**src/rtl/piso_serializer.sv**
```systemverilog
// Parallel-in serial-out shifter with a one-entry holding buffer, MSB first.
// A bit advances only on edges with en=1; the buffer refills the shifter with no idle bit.
module piso_serializer #(
   parameter int WIDTH = 8
) (
   input  logic             clk,
   input  logic             rst,
   input  logic [WIDTH-1:0] load_data,
   input  logic             load_valid,
   output logic             load_ready,
   input  logic             en,
   output logic             serial_out,
   output logic             serial_valid,
   output logic             frame_start,
   output logic             word_done,
   output logic             busy
);

   localparam int CW = $clog2(WIDTH);
   localparam logic [CW-1:0] LAST = CW'(WIDTH - 1);

   typedef enum logic {IDLE, SHIFT} state_t;

   state_t           state;
   logic [WIDTH-1:0] shifter;
   logic [WIDTH-1:0] hold_buf;
   logic [CW-1:0]    bit_cnt;
   logic             hold_full;
   logic             last_bit;
   logic             transfer;
   logic             accept;

   // accept needs an empty buffer and transfer needs a full one, so they never coincide
   always_comb begin
      last_bit = (state == SHIFT) && en && (bit_cnt == LAST);
      transfer = hold_full && ((state == IDLE) || last_bit);
      accept   = load_valid && !hold_full;
   end

   always_ff @(posedge clk or posedge rst) begin
      if (rst) begin
         state     <= IDLE;
         shifter   <= '0;
         hold_buf  <= '0;
         bit_cnt   <= '0;
         hold_full <= 1'b0;
         word_done <= 1'b0;
      end else begin
         word_done <= last_bit;

         if (accept) begin
            hold_buf  <= load_data;
            hold_full <= 1'b1;
         end else if (transfer) begin
            hold_full <= 1'b0;
         end

         if (transfer) begin
            shifter <= hold_buf;
            bit_cnt <= '0;
            state   <= SHIFT;
         end else if (last_bit) begin
            // clearing the shifter keeps serial_out low while idle
            shifter <= '0;
            bit_cnt <= '0;
            state   <= IDLE;
         end else if ((state == SHIFT) && en) begin
            shifter <= {shifter[WIDTH-2:0], 1'b0};
            bit_cnt <= bit_cnt + 1'b1;
         end
      end
   end

   assign load_ready   = !hold_full;
   assign serial_out   = shifter[WIDTH-1];
   assign serial_valid = (state == SHIFT);
   assign frame_start  = (state == SHIFT) && (bit_cnt == '0);
   assign busy         = (state == SHIFT) || hold_full;

endmodule

```
**config.mk**
```make
export PLATFORM = sky130hd
export DESIGN_NAME = piso_serializer
export DESIGN_NICKNAME = d
export VERILOG_FILES = /design/src/rtl/piso_serializer.sv
export SDC_FILE = /design/constraint.sdc
export NUM_CORES = 1
export LEC_CHECK = 0
export CAP_MARGIN = 10
export CORE_MARGIN = 5
export CORE_UTILIZATION = 51
export DETAILED_ROUTE_END_ITERATION = 6
export GPL_TIMING_DRIVEN = 0
export PLACE_DENSITY_LB_ADDON = 0.25
export SETUP_SLACK_MARGIN = 0.2
export SLEW_MARGIN = 20
export SYNTH_ARGS = -nofsm -noshare
export SYNTH_HDL_FRONTEND = slang
export SYNTH_SLANG_ARGS = --single-unit
```
**constraint.sdc**
```tcl
create_clock -name clk -period 1.6 [get_ports clk]
set_input_delay 0.24 -clock clk [delete_from_list [all_inputs] [get_ports clk]]
set_output_delay 0.24 -clock clk [all_outputs]
set_load 0.01 [all_outputs]
```
**Run 1: logic cells by family**

Scale: 4 px per um.
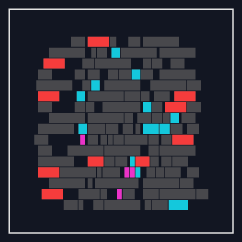
- cyan: nor cells (cells 12; most used nor2b_1)
- red: mux cells (cells 10; most used mux2_4)
- magenta: nand cells (cells 4; most used nand2_1; where south)
fraction of area in multi-input gates: 36.1%
most frequently placed logic cell in the final layout: dfrtp_1

**Run 1: routing congestion**

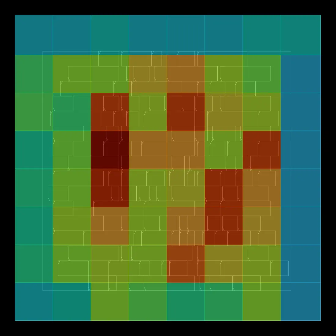
aggregate global-route resource usage: 16.8%
Util after Layout: 73.8%

**Run 1: register map, names as in the netlist**

Scale: 4 px per um. Other sequential cells in the stronger gray, the rest of the logic in the fainter gray.
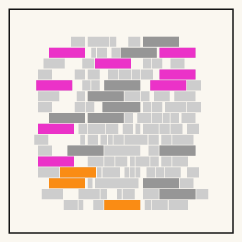
- orange: bit_cnt (placed flops 3)
- magenta: hold_buf (placed flops 8)
- not colored: 11
Seq area share: 38.1%
Seq. cell area: 552 um^2
Power Sequential: 953 uW

==> out/results.ini, run 1 <==
[place]
port_buffers=17
dp.cells=134

[setup_path]
path_class=flip-flop to output pin
worst-endpoint-arrival_ns=1.22
critPathLaunch=bit_cnt[1]
r2r_cells=5

[timing]
hold_viol=0
fin_crit_sh_pct=91.4
finalSetupViolCount=0
slew_headroom_pct=47.1
fin_crit_ns=1.46

[routing]
drcViolationCount=0
wl_per_cell_um=17.4
wl_met2_um=1290
wl_um=2540

[logic_synthesis]
async_reset_ff_share_pct=100
yosysWarnings=0
edf_count=0
yosys_cells=90
top_area_share_pct=52.0
topCellsByArea=dfrtp_1 (52%), mux2_4 (11%), nor2b_1 (4.7%)
synthCells=90

[clock_tree]
clock-sinks=22
ctsHoldBuffers=0
clockBufferDepth=2

[power_and_ir_drop]
power.switching_uw=742
cellLeakagePower_uw=0.000665
internal-power_uw=1600
vdd.ir_drop.worst_uv=1030
p_clk_share_pct=18.2

[global_route]
grt-busiest-layer=met2
grt_pass1_vias=850
grt_first_pass_wirelength_um=4000

[die]
pin_count=18
die_y_um=55.6

[finish]
clock_area_share_pct=3.63
fillers=134

[status]
outcome=finished clean

[run 1: layout by cell type, fill, tap and decap left out, drive strengths merged]
| master | instances |
|---|---|
| a21o | 1 |
| a21oi | 9 |
| a22o | 2 |
| a22oi | 6 |
| and2b | 1 |
| and3 | 1 |
| buf | 15 |
| bufinv | 1 |
| clkbuf | 3 |
| clkdlybuf4s50 | 11 |
| dfrtp | 22 |
| dlygate4sd2 | 3 |
| ha | 3 |
| inv | 6 |
| mux2 | 9 |
| mux2i | 1 |
| nand2 | 4 |
| nor2 | 3 |
| nor2b | 8 |
| nor3b | 1 |
| o21ai | 1 |
| o22ai | 7 |
| or2 | 1 |
[run 1: power by group through the flow]
| stage | Sequential, uW | Combinational (uW) | Clock [uW] |
|---|---|---|---|
| after floorplan | 889 | 561 | 0 |
| after global placement | 920 | 709 | 0 |
| after detailed placement | 933 | 742 | 0 |
| after CTS | 929 | 862 | 434 |
| after global routing | 971 | 1030 | 446 |
| final | 953 | 961 | 426 |
[run 1: critical path, cell delays in order, from the launching register on]
cell	delay (ns)
dfrtp_1	0.43
inv_1	0.07
ha_1	0.13
nand2_1	0.05
nor2_1	0.10
buf_2	0.14
[run 1: cells by family (layout without fill, tap and decap cells)]
logic type | count (synthesis) | in the layout | synth area share [%]
AND-OR/OR-AND | 26 | 26 | 16.5
flip-flops | 22 | 22 | 52.0
AND/OR/NAND/NOR | 19 | 19 | 10.0
multiplexers | 10 | 10 | 13.4
buffers and inverters | 10 | 39 | 4.49
adder cells (fa/ha/maj) | 3 | 3 | 3.55
[run 1: through the flow]
stage / hold WS [ns] / area, um^2
final: 0.358 / 1450
after global routing: 0.465 / 1450
after detailed placement: 0.493 / 1260
after floorplan: 0.229 / 1060
after global placement: 0.478 / 1260
after CTS: 0.390 / 1390
==> inputs of run 2 (changes only) <==
--- a/config.mk
+++ b/config.mk
@@ -11,6 +11,7 @@
 export DETAILED_ROUTE_END_ITERATION = 6
 export GPL_TIMING_DRIVEN = 0
 export PLACE_DENSITY_LB_ADDON = 0.25
+export REMOVE_ABC_BUFFERS = 1
 export SETUP_SLACK_MARGIN = 0.2
 export SLEW_MARGIN = 20
 export SYNTH_ARGS = -nofsm -noshare
==> run 2 against run 1 <==
  * Via count is 4.2% lower
  * Die area stayed put
  * Synthesized cell count stayed put
  * Clock power hardly changed
  * Non-clock buffer count is 3 lower
==> out/results.ini, run 2 <==
[place]
place_area_um2=1240  ; -2.0%

[status]
outcome=finished clean

[timing]
hold_viol=0  ; unchanged
finalSetupViolCount=0  ; unchanged
slew_headroom_pct=45.6  ; -1.5 points
fin_crit_sh_pct=89.8  ; -1.6 points

[finish]
fillers=145  ; +8.2%
design_area_um2=1440  ; -0.26%
final_cell_mix=dfrtp_1 (20), clkdlybuf4s50_1 (11), mux2_4 (8), buf_4 (8)

[setup_path]
critPathLaunch=bit_cnt[1]
r2r_cells=5  ; unchanged
worst-endpoint-arrival_ns=1.20  ; -0.02 ns

[power_and_ir_drop]
vdd.ir_drop.worst_uv=927  ; -10%
power_sequential_uw=952  ; about the same
pg_clk_uw=429  ; about the same

[logic_synthesis]
topCellsByArea=dfrtp_1 (52%), mux2_4 (11%), nor2b_1 (4.7%)
yosysWarnings=0  ; unchanged
xor_share_pct=0  ; unchanged

[global_route]
grt_pass1_vias=867  ; +2.0%

[routing]
wl_um=2460  ; -3.1%

[clock_tree]
clock-sinks=22  ; unchanged

## run 2: netlist changes by cell type in the layout (fill, tap and decap cells not counted), moves of 2 or more
cell,previous run,this run
o22ai_2,1,3
buf_6,6,0
buf_4,6,8
o22ai_1,6,4
## run 2: repair_timing
item / in CTS / in global routing
endpoints found under the setup margin: 22 / 9
hold buffers: 0 / 0
resized: 23 / 16
pin swaps: 3 / 18
setup buffers: 8 / 1
gates cloned: 0 / 0
## run 2: area by class of cell
type,instances,area share [%]
Clock buffer,3,1.56
Clock inverter,1,2.08
Inverter,6,1.56
Multi-Input combinational cell,58,38.1
Sequential cell,22,38.3
Tap cell,27,2.34
Timing Repair Buffer,26,16.0
## run 2: critical path: stages (launching register included)
cell and delay [ns]:
dfrtp_1 0.43, inv_2 0.08, ha_4 0.13, nand2_2 0.04, nor2_1 0.08, buf_2 0.13
## run 2: layer usage
layer	wire [um]	part of all wire, %	global-route usage, %
met4	9	0.37	4.51
met1	1040	42	17.6
met2	1270	52	27.5
met3	140	5.7	4.43
met5	0	0	0
## run 2: through the flow
step                      cells  util, %  setup slack (ns)  hold WS, ns
after floorplan              86        -           -0.0442        0.229
after global placement      130     63.1            -0.403        0.474
after detailed placement    130     63.1            -0.429        0.501
after CTS                   142     70.7             0.145        0.415
after global routing        143     73.6            0.0882        0.475
final                       143     73.6             0.163        0.373
## run 2: how the worst min path moves through the flow
stage / from / end / cells past startpoint
2_1_floorplan: rst / bit_cnt[0] / 1
3_3_place_gp: shifter[0] / shifter[0] / 2
3_5_place_dp: hold_buf[6] / hold_buf[6] / 1
4_1_cts: rst / hold_buf[6] / 2
5_1_grt: rst / hold_buf[4] / 2
6_report: rst / hold_buf[6] / 2
**Run 2: a small window of the routed layout**

Region (15, 4) to (40, 29) um. Cells in gray, sequential cells in the stronger gray; small squares are vias.
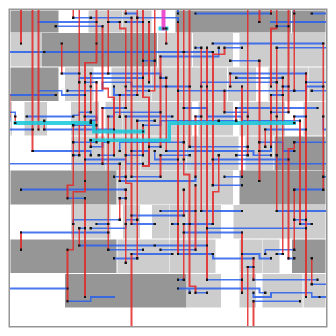
- cyan: M3
- blue: M1
- red: M2
- magenta: M4
- most frequent: dfrtp_1 (5), buf_4 (4)
- sequential cells in the window: 6
- cells with their middle in the window: 44
- netlist names of flops here include: bit_cnt (3), shifter (2)

**Run 2: I/O pins on the die edge**

Scale: 8 px per um. Pins as bars across the die edge, other pins in gray.
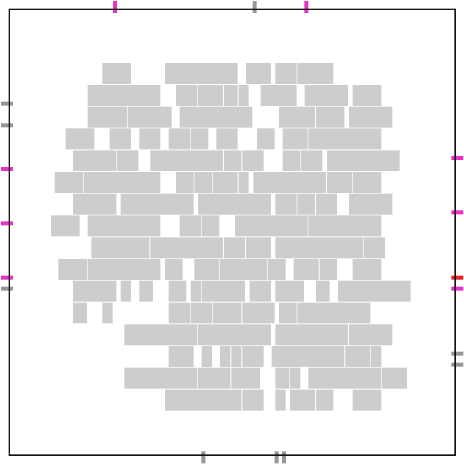
- magenta: load_data (pins 8; direction input; edge 3 west, 3 east, 2 north)
- red: serial_out (pins 1; direction output; edge east)
input/output buffers: 17
Die W: 55.6 um
Die Y: 55.6 um

**Run 2: routing congestion**

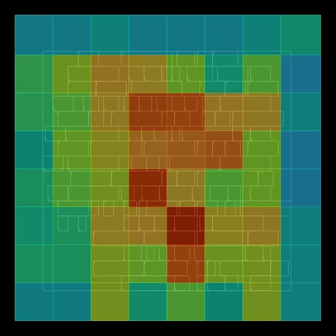
WL per Instance: 17.2 um
Util after Layout: 73.6%
aggregate global-route resource usage: 15.4%

==> inputs of run 3 (changes only) <==
--- a/config.mk
+++ b/config.mk
@@ -9,7 +9,6 @@
 export CORE_MARGIN = 5
 export CORE_UTILIZATION = 51
 export DETAILED_ROUTE_END_ITERATION = 6
-export GPL_TIMING_DRIVEN = 0
 export PLACE_DENSITY_LB_ADDON = 0.25
 export REMOVE_ABC_BUFFERS = 1
 export SETUP_SLACK_MARGIN = 0.2
==> run 3 against run 2 <==
  * Register-to-register slack got worse by 0.04 ns
  * Clock-buffer cell count increased by 1
  * Critical path type is now flip-flop to flip-flop
  * Largest power group unchanged
  * Critical endpoint is now shifter[2]
  * Critical path depth unchanged
  * Sequential power decreased by 2.9%
  * Clock power decreased by about 30%
  * Worst hold slack got worse by 0.12 ns
==> out/results.ini, run 3 <==
[status]
outcome=finished clean

[global_route]
grt_first_pass_wirelength_um=3820
grt_pass1_vias=844  ; -2.7%
overflow=0
grt-busiest-layer=met2
track_usage_pct=15.8  ; +0.39 points
grt_use_met1_pct=20.1  ; +2.5 points
met2_usage_pct=25.5  ; -2.0 points
use_met3_pct=3.03  ; -1.4 points

[timing]
fin_worst_hold_slack_ns=0.251  ; -0.122 ns
slew_headroom_pct=78.1  ; +32 points
finalSetupViolCount=0  ; unchanged
hold_viol=0  ; unchanged
fin_crit_sh_pct=91.0  ; +1.2 points

[flow_run]
max_cap_violations=0

[finish]
instances_no_fill=146  ; +2.1%
final_cell_mix=dfrtp_1 (20), clkdlybuf4s50_1 (11), buf_4 (10)

[die]
die_y_um=55.6  ; unchanged
die_w_um=55.6  ; unchanged

[clock_tree]
cts_resized=13  ; -43%
ctsHoldBuffers=0  ; unchanged
clock-sinks=22  ; unchanged
clock_latency_ns=0.30
cts_setup_buffers=5  ; -3

[routing]
highest_layer=met4
wl_met2_um=1090  ; -14%
drtIter0Drc=6
met1_length_um=1030  ; -1.3%
wl_per_cell_um=15.3  ; -11%
wl_um=2230  ; -9.3%
wl_met3_um=74  ; -47%

[logic_synthesis]
synthCells=90
topCellsByArea=dfrtp_1 (52%), mux2_4 (11%), nor2b_1 (4.7%)
yosysWarnings=0  ; unchanged

[place]
port_buffers=17  ; unchanged
dp.cells=137  ; +5.4%

[power_and_ir_drop]
vdd.ir_drop.worst_uv=1000  ; +8.3%

[setup_path]
cp_slowest_stage_delay_ns=0.40  ; -0.03 ns
path_cells=ha_1, ha_4, and2b_2, a21oi_1, o22ai_1

[run 3: cell counts after synthesis]
Identical to the previous run, type by type.
[run 3: critical path, delay by kind of cell (launching register included)]
kind	cells	cell delay (ns)
adders and majority gates	2	0.38
DFF	1	0.40
AOI/OAI and AO/OA	2	0.29
and+or+nand+nor	1	0.28
[run 3: power breakdown]
group,switching [uW],total [uW],internal [uW]
clock network,163,302,139
registers,153,924,771
logic,334,852,518
total,650,2080,1430
[run 3: cell families after synthesis]
family                     count (synthesis)  synth area share [%]
DFF                                       22                  52.0
muxes                                     10                  13.4
adders and majority gates                  3                  3.55
AOI/OAI and AO/OA                         26                  16.5
and+or+nand+nor                           19                  10.0
buffers and inverters                     10                  4.49
[run 3: worst paths after layout]
check | endpoint | slack (ns) | start | cells after the start
worst max register to register | shifter[2] | 0.14 | bit_cnt[1] | 5
max in group asynchronous | hold_full | 1.11 | rst | 3
worst max-delay path | shifter[2] | 0.14 | bit_cnt[1] | 5
min in group clk | shifter[0] | 0.51 | shifter[0] | 2
worst min register to register | shifter[0] | 0.51 | shifter[0] | 2
worst min-delay path | bit_cnt[2] | 0.25 | rst | 3
[run 3: cell type report]
type | count | area (um^2)
Inverter | 6 | 22.5
Timing Repair Buffer | 29 | 249
Tap cell | 27 | 33.8
Fill cell | 168 | 586
Multi-Input combinational cell | 58 | 482
Clock buffer | 4 | 36.3
Sequential cell | 22 | 553
[run 3: per-stage QoR]
step / utilization [%] / instance area [um^2] / TNS, ns / setup WS (ns)
detailed placement: 65.8 / 1290 / 0 / 0.0671
finish: 70.2 / 1380 / 0 / 0.144
floorplan: - / 1030 / -0.353 / -0.0442
CTS: 69.2 / 1360 / 0 / 0.0257
global route: 70.2 / 1380 / 0 / 0.0773
global placement: 65.8 / 1290 / 0 / 0.116
**Run 3: I/O pins on the die edge**

Scale: 8 px per um. Pins as bars across the die edge, other pins in gray.
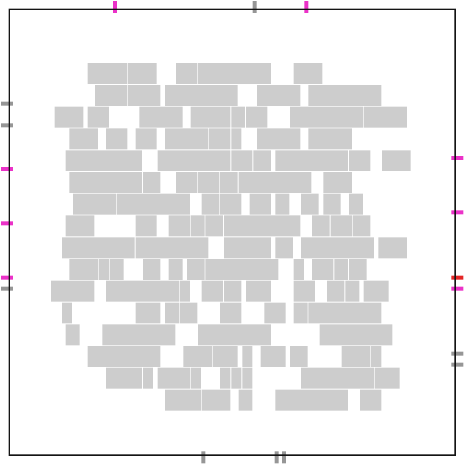
- red: serial_out (pins 1; direction output; edge east)
- magenta: load_data (pins 8; direction input; edge 3 west, 3 east, 2 north)

**Run 3: a small window of the routed layout**

Region (15, 4) to (40, 29) um. Cells in gray, sequential cells in the stronger gray; small squares are vias.
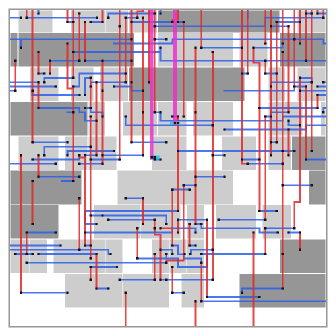
- red: M2
- blue: M1
- magenta: M4
- cyan: M3
- netlist names of flops here include: shifter (3), bit_cnt (2)
- sequential cells in the window: 6
- cells with their middle in the window: 44
- most frequent: dfrtp_1 (5)

**Run 3: register map, names as in the netlist**

Scale: 4 px per um. Other sequential cells in the stronger gray, the rest of the logic in the fainter gray.
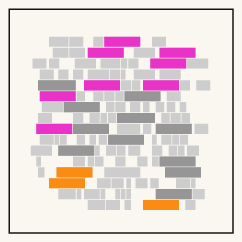
- orange: bit_cnt (placed flops 3)
- magenta: hold_buf (placed flops 8)
- not colored: 11
Util after Layout: 70.2%
Seq area share: 40.2%
Seq. cell area: 553 um^2

Power and IR drop assume default switching activity.
